Figure 1. Cell outlines without signal wires (run 1).
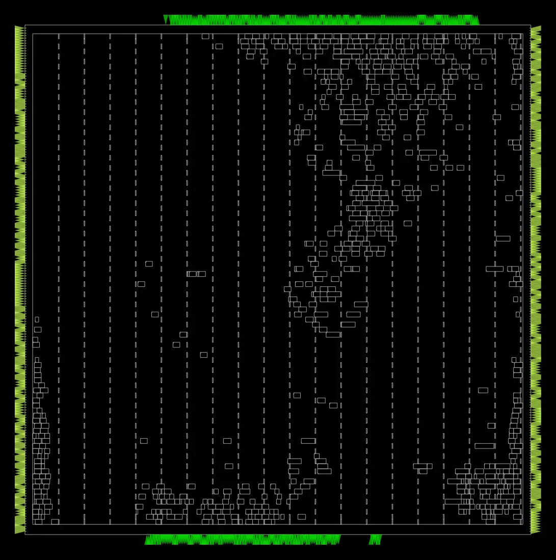
Figure 2. Pin map (run 1).
Scale: 1.5 px per um. Pins as bars across the die edge, other pins in grey.
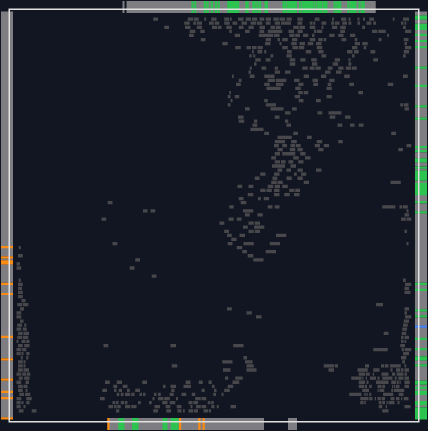
Figure 3. Metal layers overlaid (run 1).
Scale: 1.5 px per um. Only two layers are drawn.
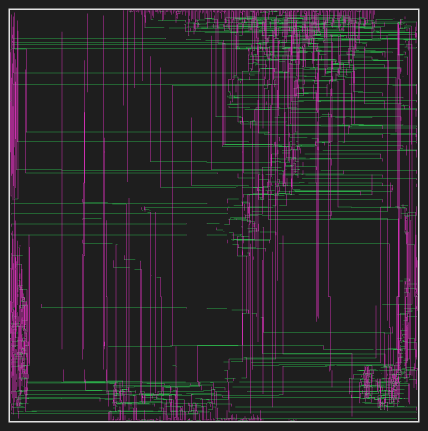
<file path="src/rtl/mem_arbiter.sv">
// mem_arbiter: shares the single pmem line port between the I-cache miss path
// and the D-cache miss/writeback path.
//
// Ports:
//   clk, rst                  clock, synchronous active-high reset
//   i_pmem_*                  I-cache line read channel (read, address, rdata, resp)
//   d_pmem_*                  D-cache line read/write channel (read, write, address,
//                             wdata, rdata, resp)
//   pmem_*                    physical memory line port (read, write, address, wdata,
//                             rdata, resp)
//   grant_i, grant_d          which side currently owns pmem
//
// The data side wins ties by default. d_streak counts D grants since the last
// I grant. Once it reaches MAX_D_STREAK, a pending I request takes the next
// grant so instruction fetch cannot starve.
module mem_arbiter #(
    parameter int LINE_WIDTH   = 128,
    parameter int ADDR_WIDTH   = 16,
    parameter int MAX_D_STREAK = 4
) (
    input  logic                  clk,
    input  logic                  rst,
    input  logic                  i_pmem_read,
    input  logic [ADDR_WIDTH-1:0] i_pmem_address,
    output logic [LINE_WIDTH-1:0] i_pmem_rdata,
    output logic                  i_pmem_resp,
    input  logic                  d_pmem_read,
    input  logic                  d_pmem_write,
    input  logic [ADDR_WIDTH-1:0] d_pmem_address,
    input  logic [LINE_WIDTH-1:0] d_pmem_wdata,
    output logic [LINE_WIDTH-1:0] d_pmem_rdata,
    output logic                  d_pmem_resp,
    output logic                  pmem_read,
    output logic                  pmem_write,
    output logic [ADDR_WIDTH-1:0] pmem_address,
    output logic [LINE_WIDTH-1:0] pmem_wdata,
    input  logic [LINE_WIDTH-1:0] pmem_rdata,
    input  logic                  pmem_resp,
    output logic                  grant_i,
    output logic                  grant_d
);

    localparam int SW = $clog2(MAX_D_STREAK + 1);

    typedef enum logic [1:0] {IDLE, GRANT_I, GRANT_D, RELEASE} state_t;

    state_t          state;
    logic [SW-1:0]   d_streak;
    logic            gi_q, gd_q;
    logic            i_req, d_req, streak_full;

    assign i_req       = i_pmem_read;
    assign d_req       = d_pmem_read | d_pmem_write;
    assign streak_full = (d_streak >= SW'(MAX_D_STREAK));

    // Single registered FSM. The grant flags are registered alongside the state,
    // so each flag is exactly a decode of GRANT_I or GRANT_D.
    always_ff @(posedge clk) begin
        if (rst) begin
            state    <= IDLE;
            d_streak <= '0;
            gi_q     <= 1'b0;
            gd_q     <= 1'b0;
        end else begin
            case (state)
                IDLE: begin
                    if (d_req && !(i_req && streak_full)) begin
                        state <= GRANT_D;
                        gd_q  <= 1'b1;
                        if (!streak_full)
                            d_streak <= d_streak + 1'b1;
                    end else if (i_req) begin
                        state    <= GRANT_I;
                        gi_q     <= 1'b1;
                        d_streak <= '0;
                    end
                end
                GRANT_I: begin
                    if (pmem_resp) begin
                        state <= RELEASE;
                        gi_q  <= 1'b0;
                    end
                end
                GRANT_D: begin
                    if (pmem_resp) begin
                        state <= RELEASE;
                        gd_q  <= 1'b0;
                    end
                end
                // RELEASE gives the finished requester one cycle to drop its
                // request, so a stale request is never granted a second time.
                default: state <= IDLE;
            endcase
        end
    end

    // Gating with rst forces every output low while reset is held. This also
    // covers the cycle in which reset is first seen, before the flops clear.
    assign grant_i = gi_q & ~rst;
    assign grant_d = gd_q & ~rst;

    // The read data goes to both sides all the time. Each side uses it only
    // while its own resp is high.
    assign i_pmem_rdata = pmem_rdata;
    assign d_pmem_rdata = pmem_rdata;

    always_comb begin
        pmem_read    = 1'b0;
        pmem_write   = 1'b0;
        pmem_address = '0;
        pmem_wdata   = '0;
        i_pmem_resp  = 1'b0;
        d_pmem_resp  = 1'b0;
        if (grant_i) begin
            pmem_read    = 1'b1;
            pmem_address = i_pmem_address;
            i_pmem_resp  = pmem_resp;
        end else if (grant_d) begin
            pmem_read    = d_pmem_read;
            pmem_write   = d_pmem_write;
            pmem_address = d_pmem_address;
            pmem_wdata   = d_pmem_wdata;
            d_pmem_resp  = pmem_resp;
        end
    end

endmodule

</file>
<file path="config.mk">
export PLATFORM = sky130hd
export DESIGN_NAME = mem_arbiter
export DESIGN_NICKNAME = d
export VERILOG_FILES = /design/src/rtl/mem_arbiter.sv
export SDC_FILE = /design/constraint.sdc
export NUM_CORES = 1
export LEC_CHECK = 0
export CAP_MARGIN = 30
export CORE_AREA = 4 4 268 270
export CTS_BUF_LIST = sky130_fd_sc_hd__clkbuf_8
export CTS_CLUSTER_DIAMETER = 40
export DETAILED_ROUTE_END_ITERATION = 6
export DIE_AREA = 0 0 272 274
export RECOVER_POWER = 100
export SYNTH_ARGS = -nofsm -noshare
export SYNTH_HDL_FRONTEND = slang
export SYNTH_SLANG_ARGS = --single-unit
</file>
<file path="constraint.sdc">
create_clock -name clk -period 1.8 [get_ports clk]
set_input_delay 0.36 -clock clk [delete_from_list [all_inputs] [get_ports clk]]
set_output_delay 0.36 -clock clk [all_outputs]
set_load 0.005 [all_outputs]
</file>
==> impl_metrics.json, run 1 <==
{
  "drc": 0,
  "fin_skew_ps": 1.18,
  "finalNetCount": 905,
  "worstReg2RegEnd": "state[1]$_SDFFE_PP0P_",
  "arrival_ps": 1750,
  "antenna_found_initial": 64,
  "yosys-top-cells-area": "buf_4, and3_1, a22o_1",
  "crit_buf_inv": 5,
  "cp_max_fo": 4,
  "grt_use_met3_pct": 9.83,
  "hp-class": "flop to flop",
  "synth_cells": 491,
  "comb_share_pct": 22.6,
  "p_clk_mw": 0.229,
  "clock_latency_ps": 240,
  "p_int_mw": 2.87,
  "grt_pass1_wl_um": 47900,
  "post_cts_buffers": 25,
  "clock-root-buffer": "clkbuf_8",
  "dp_cells": 1475,
  "p_leak_nw": 3.16,
  "openroad.warnings": 33,
  "xor_share_pct": 0,
  "final_common_cell": "clkdlybuf4s50_1",
  "timing.final.ws_setup_ps": -309,
  "largest_register": "d_streak",
  "pwr-share-comb_pct": 89.5,
  "cpMaxStageDelayCell": "dfxtp_4",
  "post-route-period-util_pct": 117,
  "setup_violations": 128,
  "p_seq_mw": 0.257,
  "worstSetupEndpointType": "output pin",
  "ir_drop_v": 0.000500,
  "startpoint": "gd_q$_SDFFE_PP0P_",
  "hold_violations": 0,
  "placed_cell_area_um2": 6030,
  "fin_crit_ps": 2110,
  "ys_sh_aoi_pct": 8.32,
  "violations": "negative setup slack",
  "top_regs": "d_streak: 3 flops, state: 2 flops",
  "whs_endpoint": "d_streak[1]$_SDFFE_PP0P_",
  "synth-main-ff-cell": "dfxtp_1",
  "dr_wl_met3_um": 8570,
  "status": "finished, violations left",
  "startpoint_type": "flop",
  "first_pass_iters": 4,
  "inverters": 9,
  "routedLengthMet1_um": 14300,
  "syn_area_um2": 3550,
  "power_leader": "combinational cells",
  "largest_reg_flops": 3,
  "hold_depth": 2,
  "ys_seq_share_pct": 3.95,
  "most_common_cell": "buf_4",
  "ys_types": 34,
  "h-tree-depth": 1,
  "ys_area_um2": 3550,
  "rrSetupSlack_ps": 240,
  "ant_nets": 0,
  "seq_share_pct": 1.98,
  "utilization_pct": 10.5,
  "globalplace.congestion": 0.689,
  "cts.clk_slew.worst_paths_ps": 40,
  "rsz0062_at_grt": "true"
}
-- Figure 1 (at the start) --
Layout Cells excl Fill: 1564
tap cells: 940
Fillers: 8023
FF+latch count: 7

-- Figure 2 (at the start) --
orange -> d_pmem_address  # pins 16, direction input, edge 12 left, 4 bottom
green -> pmem_wdata  # pins 128, direction output, edge 60 top, 52 right, 16 bottom
blue -> d_pmem_read  # pins 1, direction input, edge right
all pins by edge = 200 right, 200 left, 181 top, 119 bottom
die width: 272 um
Chip Height: 274 um
Port Buffers: 315

-- Figure 3 (at the start) --
magenta -> met2  # wire length 17600 um
green -> met1  # wire length 14300 um
Routed WL: 43000 um
gr usage total: 10.0%
vias: 4133
drt wl/cell: 27.5 um

==> inputs of run 2 (changes only) <==
- CAP_MARGIN: 30 -> 5
Figure 4. Signal wires on met2 (run 2).
Scale: 1.5 px per um. Cells faint in the background.
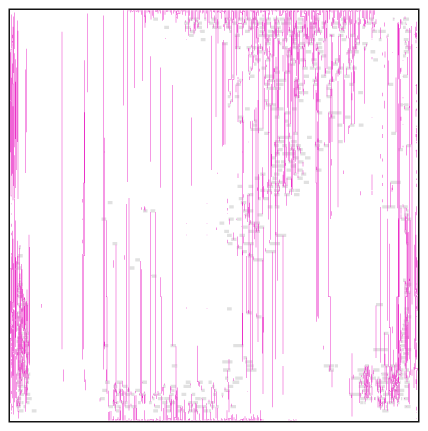
longest straight run = 236 um
main direction = vertical

==> impl_metrics.json, run 2 <==
{
  "cp_max_fo": 4,
  "gr-usage-all-layers_pct": 10.0,
  "crit_buf_inv": 5,
  "post-route-period-util_pct": 117,
  "wl_um": 43000,
  "hold_depth": 2,
  "hold_violations": 0,
  "post_cts_buffers": 25,
  "synth-main-ff-cell": "dfxtp_1",
  "die_h_um": 274,
  "utilization_pct": 10.5,
  "rrSetupSlack_ps": 240,
  "grt_pass1_wl_um": 47900,
  "setup_violations": 128,
  "clock_latency_ps": 240,
  "p_leak_nw": 3.16,
  "drt_iter0_drc": 165,
  "xor_share_pct": 0,
  "p_int_mw": 2.87,
  "openroad.warnings": 33,
  "most_common_cell": "buf_4",
  "buffers_excl_clock": 397,
  "hp-class": "flop to flop",
  "globalplace.congestion": 0.689,
  "flop-count": 7,
  "h-tree-depth": 1,
  "ir_drop_v": 0.000500,
  "vias": 4133,
  "num_tap_cells": 940,
  "worstSetupEndpointType": "output pin",
  "largest_register": "d_streak",
  "finalNetCount": 905,
  "top_regs": "d_streak: 3 flops, state: 2 flops",
  "drc": 0,
  "startpoint": "gd_q$_SDFFE_PP0P_",
  "cts.clk_slew.worst_paths_ps": 40,
  "synth_cells": 491,
  "ys_warn_count": 0,
  "avgSynthCellArea_um2": 7.23,
  "ys_sh_mux_pct": 0,
  "antenna_found_initial": 64,
  "rows": 97,
  "yosys-top-cells-area": "buf_4, and3_1, a22o_1",
  "power_leader": "combinational cells",
  "ys_area_um2": 3550,
  "comb_share_pct": 22.6,
  "final_common_cell": "clkdlybuf4s50_1",
  "edf_count": 0,
  "layout.cells.non_filler": 1564,
  "io_buffers": 315,
  "status": "finished, violations left",
  "cpMaxStageDelayCell": "dfxtp_4",
  "startpoint_type": "flop",
  "comb_area_um2": 1650,
  "pwr-share-comb_pct": 89.5,
  "busiest_layer": "met2",
  "p_clk_mw": 0.229,
  "worstReg2RegEnd": "state[1]$_SDFFE_PP0P_",
  "routedLengthMet1_um": 14300,
  "grt_use_met3_pct": 9.83,
  "largest_reg_flops": 3,
  "wire_per_inst_um": 27.5,
  "path_depth": 8,
  "synthTopCellsByCount": "buf_4, and3_1, clkbuf_1",
  "ys_types": 34,
  "whs_endpoint": "d_streak[1]$_SDFFE_PP0P_",
  "fillCellCount": 8023,
  "nonClkBufAreaFrac_pct": 57.6,
  "syn_area_um2": 3550,
  "seq_share_pct": 1.98,
  "p_seq_mw": 0.257,
  "ys_sh_aoi_pct": 8.32,
  "timing.final.ws_setup_ps": -309,
  "violations": "negative setup slack",
  "rsz0062_at_grt": "true",
  "fin_skew_ps": 1.18,
  "fin_crit_ps": 2110,
  "clock-root-buffer": "clkbuf_8",
  "dr_wl_met3_um": 8570,
  "dp_cells": 1475,
  "logic_family": "buffers and inverters",
  "critPathCapture": "pmem_address[5]",
  "fp.dieW_um": 272,
  "ys_seq_share_pct": 3.95,
  "inverters": 9,
  "first_pass_iters": 4
}
Figure 5. Close-up of the layout (run 2).
Region (116, 117) to (156, 157) um. Cells in grey, sequential cells in the stronger grey; small squares are vias.
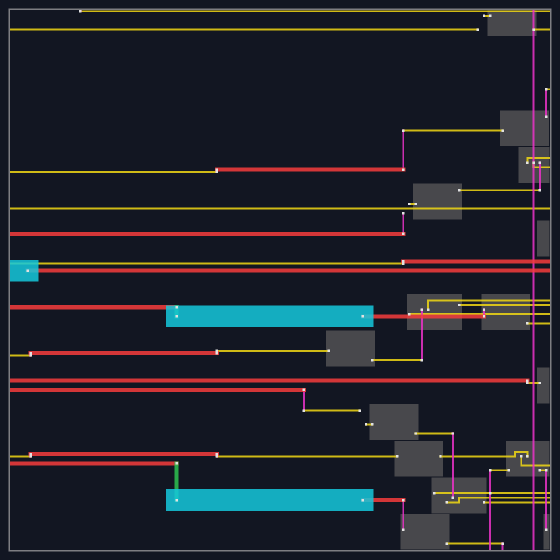

==> inputs of run 3 (changes only) <==
- CORE_AREA: 4 4 268 270 -> 4 4 271 273
- DIE_AREA: 0 0 272 274 -> 0 0 275 277
- clock period: 1.8 -> 2.6 ns (I/O delays scaled with it)
Figure 6. Close-up of the layout (run 3).
Region (118, 118) to (158, 158) um. Cells in grey, sequential cells in the stronger grey; small squares are vias.
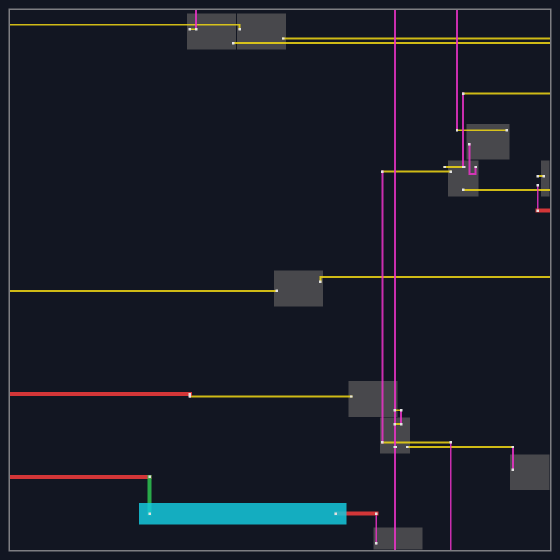
yellow -> met1
red -> met3
green -> met4
magenta -> met2
cyan -> met5
cells with their middle in the window = 8
sequential cells in the window = 0
most frequent = clkdlybuf4s50_1 (5), and3_1 (2), dlygate4sd2_1 (1)

==> impl_metrics.json, run 3 <==
{
  "power.density_nw_per_um2": 382,
  "grt_use_met3_pct": 7.14,
  "first_pass_iters": 4,
  "critPathCapture": "pmem_address[12]",
  "ys_seq_share_pct": 3.95,
  "largest_reg_flops": 3,
  "placed_cell_area_um2": 6030,
  "io_buffers": 315,
  "logic_family": "buffers and inverters",
  "ys_warn_count": 0,
  "utilization_pct": 8.86,
  "final_common_cell": "clkdlybuf4s50_1",
  "cts.clk_slew.worst_paths_ps": 40,
  "grt_pass1_vias": 3678,
  "layout.cells.non_filler": 1514,
  "xor_share_pct": 0,
  "synth_cells": 491,
  "timing.final.ws_setup_ps": 54.8,
  "ys_types": 34,
  "path_depth": 9,
  "p_seq_mw": 0.171,
  "globalplace.congestion": 0.690,
  "fin_crit_ps": 2550,
  "nonClkBufAreaFrac_pct": 56.6,
  "power_leader": "combinational cells",
  "gr-usage-all-layers_pct": 8.70,
  "most_common_cell": "buf_4",
  "drc": 0,
  "dr_wl_met3_um": 6770,
  "startpoint": "rst",
  "wl_um": 36100,
  "status": "completed",
  "avgSynthCellArea_um2": 7.23,
  "cpMaxStageDelayCell": "dlygate4sd2_1",
  "hold_depth": 2,
  "synthTopCellsByCount": "buf_4, and3_1, clkbuf_1",
  "dp_cells": 1486,
  "ys_area_um2": 3550,
  "ys_sh_aoi_pct": 8.32,
  "p_int_mw": 1.46,
  "synth_top_cell_by_area": "buf_4",
  "clock_latency_ps": 230,
  "worstSetupEndpointType": "output pin",
  "p_leak_nw": 2.85,
  "postCtsHoldBufs": 0,
  "ant_nets": 0,
  "grt_pass1_wl_um": 42400,
  "inverters": 9,
  "p_clk_mw": 0.148,
  "edf_count": 0,
  "yosys-top-cells-area": "buf_4, and3_1, a22o_1",
  "fp_nets": 791,
  "buffers_excl_clock": 347,
  "antenna_found_initial": 54,
  "wire_per_inst_um": 23.8,
  "comb_share_pct": 20.6,
  "ir_drop_v": 0.000189,
  "fin_skew_ps": 0.988,
  "num_tap_cells": 950,
  "rsz0062_at_grt": "true",
  "rrSetupSlack_ps": 980,
  "synth-main-ff-cell": "dfxtp_1",
  "die_h_um": 277,
  "pwr-share-comb_pct": 86.7,
  "seq_share_pct": 2.22,
  "syn_area_um2": 3550,
  "h-tree-depth": 1,
  "post-route-period-util_pct": 97.9,
  "post_cts_buffers": 6,
  "multi_input_comb_cells": 187,
  "comb_area_um2": 1290,
  "hp-class": "flop to flop",
  "hpwl_um": 31600,
  "routedLengthMet1_um": 12400,
  "finalNetCount": 855,
  "startpoint_type": "input pin",
  "setup_violations": 0,
  "fp.dieW_um": 275,
  "arrival_ps": 2030,
  "vias": 3810,
  "drt_iter0_drc": 157,
  "largest_register": "d_streak",
  "busiest_layer": "met2",
  "hold_violations": 0,
  "worstReg2RegEnd": "state[1]$_SDFFE_PP0P_"
}
Power figures rest on the tool's default switching activity, not on a simulated workload.
